--- config.mk ---
export PLATFORM = sky130hd
export DESIGN_NAME = tag_freelist
export DESIGN_NICKNAME = d
export VERILOG_FILES = /design/src/rtl/tag_pkg.sv /design/src/rtl/tag_freelist_ret_compact.sv /design/src/rtl/tag_freelist.sv
export SDC_FILE = /design/constraint.sdc
export NUM_CORES = 1
export LEC_CHECK = 0
export ABC_AREA = 1
export CORE_ASPECT_RATIO = 1.1
export CORE_UTILIZATION = 63
export CTS_CLUSTER_DIAMETER = 30
export DETAILED_ROUTE_END_ITERATION = 12
export PLACE_DENSITY_LB_ADDON = 0.05
export SYNTH_ARGS = -nofsm -noshare
export SYNTH_HDL_FRONTEND = slang
export SYNTH_SLANG_ARGS = --single-unit
--- constraint.sdc ---
create_clock -name clk -period 16.26 [get_ports clk]
set_clock_uncertainty 0.2 [all_clocks]
set_input_delay 2.439 -clock clk [delete_from_list [all_inputs] [get_ports clk]]
set_output_delay 2.439 -clock clk [all_outputs]
set_load 0.01 [all_outputs]
--- src/rtl/tag_pkg.sv ---
// Shared definitions for the free-tag list: default sizes, a clog2 helper,
// the tag type and the free-count width.
package tag_pkg;

    localparam int W_TAG_DEF = 6;
    localparam int N_TAG_DEF = 64;

    // Number of bits needed to encode the values 0..v-1 (v >= 1).
    function automatic int clog2(input int v);
        int r;
        r = 0;
        for (int i = 0; i < 31; i++) begin
            if ((32'sd1 <<< i) < v) r = i + 1;
        end
        return r;
    endfunction

    typedef logic [W_TAG_DEF-1:0] tag_t;

    // Width of free_count for the default configuration (must hold N_TAG itself).
    localparam int FC_W_DEF = clog2(N_TAG_DEF + 1);

endpackage

--- src/rtl/tag_freelist_ret_compact.sv ---
// Combinational return filter for the free-tag list. Walks the return channels
// in order, drops out-of-range (and, with TAG_FREELIST_DUP_CHECK_EN, stale or
// duplicate) tags, and packs the survivors into consecutive write offsets up to
// the capacity available this cycle.
module tag_freelist_ret_compact
    import tag_pkg::*;
#(
    parameter int W_TAG = W_TAG_DEF,
    parameter int N_TAG = N_TAG_DEF,
    parameter int N_RET = 2,
    parameter int CW    = clog2(N_TAG + 1),
    parameter int OW    = clog2(N_RET + 1)
) (
    input  logic [N_RET-1:0]       ret_valid,
    input  logic [N_RET*W_TAG-1:0] ret_tag,
    input  logic [CW-1:0]          cap,
`ifdef TAG_FREELIST_DUP_CHECK_EN
    input  logic [N_TAG-1:0]       inflight,
`endif
    output logic [N_RET-1:0]       accept,
    output logic [N_RET*OW-1:0]    offset,
    output logic [OW-1:0]          acc_cnt,
    output logic                   err
);

    // Channel-ordered accept/drop decision with running write offset.
    always_comb begin
        int               cnt;
        logic [W_TAG-1:0] tag;
        logic             drop;
        accept = '0;
        offset = '0;
        err    = 1'b0;
        cnt    = 0;
        tag    = '0;
        drop   = 1'b0;
        for (int k = 0; k < N_RET; k++) begin
            tag  = ret_tag[k*W_TAG +: W_TAG];
            drop = 1'b0;
            if (ret_valid[k]) begin
                if (int'(tag) >= N_TAG) begin
                    drop = 1'b1;
                end
`ifdef TAG_FREELIST_DUP_CHECK_EN
                else if (!inflight[tag]) begin
                    drop = 1'b1;
                end else begin
                    // Any earlier valid channel carrying the same tag wins.
                    for (int j = 0; j < k; j++) begin
                        if (ret_valid[j] && (ret_tag[j*W_TAG +: W_TAG] == tag)) drop = 1'b1;
                    end
                end
`endif
                if (drop) begin
                    err = 1'b1;
                end else if (cnt < int'(cap)) begin
                    accept[k]           = 1'b1;
                    offset[k*OW +: OW]  = OW'(cnt);
                    cnt                 = cnt + 1;
                end else begin
                    err = 1'b1;
                end
            end
        end
        acc_cnt = OW'(cnt);
    end

endmodule

--- src/rtl/tag_freelist.sv ---
// Free rename-tag list: circular buffer of tags with one allocation per cycle,
// up to N_RET returns per cycle and single-cycle flush to the full tag set.
// Optional feature macro: TAG_FREELIST_DUP_CHECK_EN adds an in-flight vector
// that rejects returns of tags not currently allocated or duplicated in-cycle.
module tag_freelist
    import tag_pkg::*;
#(
    parameter int W_TAG = W_TAG_DEF,
    parameter int N_TAG = N_TAG_DEF,
    parameter int N_RET = 2
) (
    input  logic                           clk,
    input  logic                           reset,
    input  logic                           alloc_ren,
    output logic                           alloc_valid,
    output logic [W_TAG-1:0]               alloc_tag,
    input  logic [N_RET-1:0]               ret_valid,
    input  logic [N_RET*W_TAG-1:0]         ret_tag,
    input  logic                           flush,
    output logic [clog2(N_TAG + 1)-1:0]    free_count,
    output logic                           full,
    output logic                           ret_err
);

    localparam int CW = clog2(N_TAG + 1);
    localparam int PW = clog2(N_TAG);
    localparam int OW = clog2(N_RET + 1);

    logic [W_TAG-1:0]    mem_q [N_TAG];
    logic [W_TAG-1:0]    mem_d [N_TAG];
    logic [PW-1:0]       rptr_q, rptr_d;
    logic [PW-1:0]       wptr_q, wptr_d;
    logic [CW-1:0]       count_q, count_d;
    logic                ret_err_q, ret_err_d;

    logic                pop;
    logic [CW-1:0]       cap;
    logic [N_RET-1:0]    accept;
    logic [N_RET*OW-1:0] offset;
    logic [OW-1:0]       acc_cnt;
    logic                ret_err_strobe;

`ifdef TAG_FREELIST_DUP_CHECK_EN
    logic [N_TAG-1:0]    inflight_q, inflight_d;
`endif

    // Outputs come from registered state only; alloc_ren does not feed them.
    always_comb begin
        alloc_valid = (count_q != '0);
        alloc_tag   = mem_q[rptr_q];
        free_count  = count_q;
        full        = (count_q == CW'(N_TAG));
        ret_err     = ret_err_q;
    end

    // Pop qualification and capacity left for returns this cycle.
    always_comb begin
        pop = alloc_ren & alloc_valid;
        cap = CW'(N_TAG) - count_q + CW'(pop);
    end

    tag_freelist_ret_compact #(
        .W_TAG (W_TAG),
        .N_TAG (N_TAG),
        .N_RET (N_RET),
        .CW    (CW),
        .OW    (OW)
    ) u_ret_compact (
        .ret_valid (ret_valid),
        .ret_tag   (ret_tag),
        .cap       (cap),
`ifdef TAG_FREELIST_DUP_CHECK_EN
        .inflight  (inflight_q),
`endif
        .accept    (accept),
        .offset    (offset),
        .acc_cnt   (acc_cnt),
        .err       (ret_err_strobe)
    );

    // Next-state for storage, pointers, count and sticky error; flush wins.
    always_comb begin
        int widx;
        int wsum;
        mem_d     = mem_q;
        rptr_d    = rptr_q;
        wptr_d    = wptr_q;
        count_d   = count_q;
        ret_err_d = ret_err_q;
        widx      = 0;
        wsum      = 0;
        if (flush) begin
            for (int i = 0; i < N_TAG; i++) mem_d[i] = W_TAG'(i);
            rptr_d    = '0;
            wptr_d    = '0;
            count_d   = CW'(N_TAG);
            ret_err_d = 1'b0;
        end else begin
            for (int k = 0; k < N_RET; k++) begin
                if (accept[k]) begin
                    // Compare-and-wrap: offset < cap <= N_TAG, so one subtract suffices.
                    widx = int'(wptr_q) + int'(offset[k*OW +: OW]);
                    if (widx >= N_TAG) widx = widx - N_TAG;
                    mem_d[PW'(widx)] = ret_tag[k*W_TAG +: W_TAG];
                end
            end
            if (pop) begin
                rptr_d = (rptr_q == PW'(N_TAG - 1)) ? '0 : rptr_q + PW'(1);
            end
            wsum = int'(wptr_q) + int'(acc_cnt);
            if (wsum >= N_TAG) wsum = wsum - N_TAG;
            wptr_d    = PW'(wsum);
            count_d   = count_q - CW'(pop) + CW'(acc_cnt);
            ret_err_d = ret_err_q | ret_err_strobe;
        end
    end

    // State registers; reset restores the identity tag list.
    always_ff @(posedge clk or posedge reset) begin
        if (reset) begin
            for (int i = 0; i < N_TAG; i++) mem_q[i] <= W_TAG'(i);
            rptr_q    <= '0;
            wptr_q    <= '0;
            count_q   <= CW'(N_TAG);
            ret_err_q <= 1'b0;
        end else begin
            for (int i = 0; i < N_TAG; i++) mem_q[i] <= mem_d[i];
            rptr_q    <= rptr_d;
            wptr_q    <= wptr_d;
            count_q   <= count_d;
            ret_err_q <= ret_err_d;
        end
    end

`ifdef TAG_FREELIST_DUP_CHECK_EN
    // In-flight tracking: clear on accepted return, set on pop.
    always_comb begin
        inflight_d = inflight_q;
        if (flush) begin
            inflight_d = '0;
        end else begin
            for (int k = 0; k < N_RET; k++) begin
                if (accept[k]) inflight_d[ret_tag[k*W_TAG +: W_TAG]] = 1'b0;
            end
            if (pop) inflight_d[alloc_tag] = 1'b1;
        end
    end

    // In-flight vector register.
    always_ff @(posedge clk or posedge reset) begin
        if (reset) inflight_q <= '0;
        else       inflight_q <= inflight_d;
    end
`endif

endmodule

Figure 1. Placement by cell class.
Bar = 50 um.
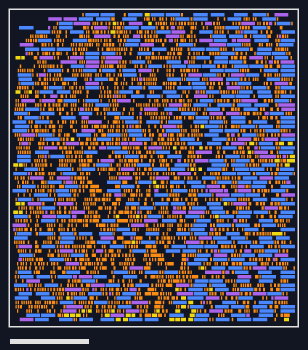
color	class	cells
blue	flops	404
orange	combinational and other logic	2491
purple	clock drivers and dummy loads	177
yellow	other buffers and delay cells	64

Figure 2. The metal 2 layer.
Cells faint in the background.
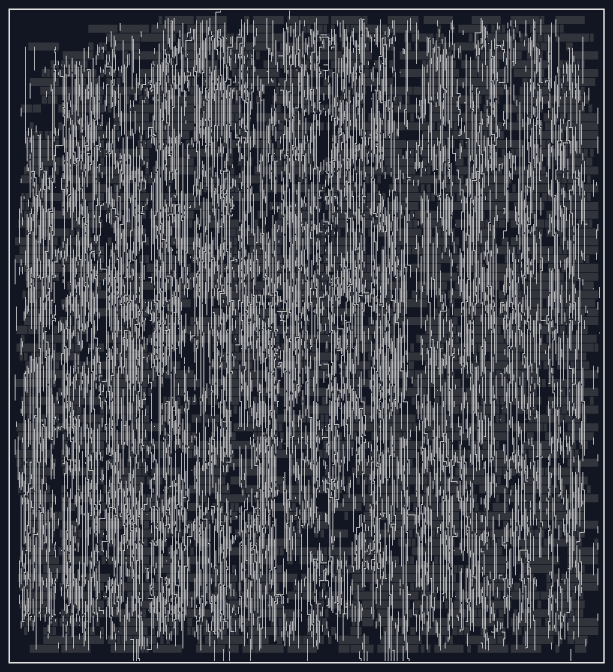
main direction	vertical
nets with wire on the layer	2395

Figure 3. Gate-type map.
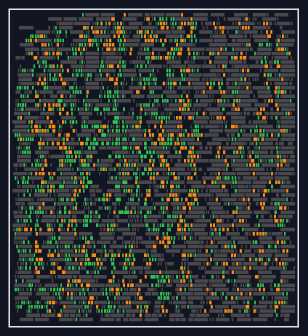
color	family	cells	where
orange	inverting AOI/OAI gates	580	spread over the die
green	NAND gates	976	spread over the die

==> results_slide.txt <==
Key Metrics from the Run

Cells and area
  • # fillers: 2653
  • Fin nets: 3094
  • Area Growth Syn to Fin: 16.79%
  • NonClk Buf Share: 0.02208
  • Buffers excl. clock: 64
  • Final Non-Filler Cells: 3580
  • Comb/total area: 0.3747
  • Clock-cell share: 0.1290
  • Number of flip-flops in the largest register: 384
  • Multi-input logic area: 9851 um2

Logic synthesis
  • Ys flop type: dfrtp_1
  • Post-Synthesis Cell Area: 22510 um2
  • Yosys xor share: 0.002279
  • Sequential fraction of the synthesis area: 0.4598

Pwr
  • Clk. pwr: 2000 uW
  • Internal power: 2611 uW
  • Power Dens Cells: 139.7 nW/um2

Outcome
  • Status: finished clean

Placement
  • GP Congestion: 0.8829
  • Setup WS pre-CTS: 7.963 ns

Clock tree
  • Setup Buffers After CTS: 0
  • Htree depth: 3
  • Hold Buf Count CTS: 0

Critical path
  • Crit path DRT: 16.56 ns
  • R2R Setup Slk: 9.39 ns
  • Bufs and invs on worst path: 5
  • Cell mode on critical path: nand2_1

Detailed routing
  • Remaining DRCs: 0

Timing
  • Worst Tran Pin Value: 1.337 ns
  • Min Tclk post-route: 7.843 ns
  • Slew headroom: 0.1016
  • Tcrit/Tclk final: 0.4824

Floorplanning
  • Tapcell Cnt: 444
  • Die H: 200.3 um
No activity file was given, so power comes from the tool's default toggle rates.
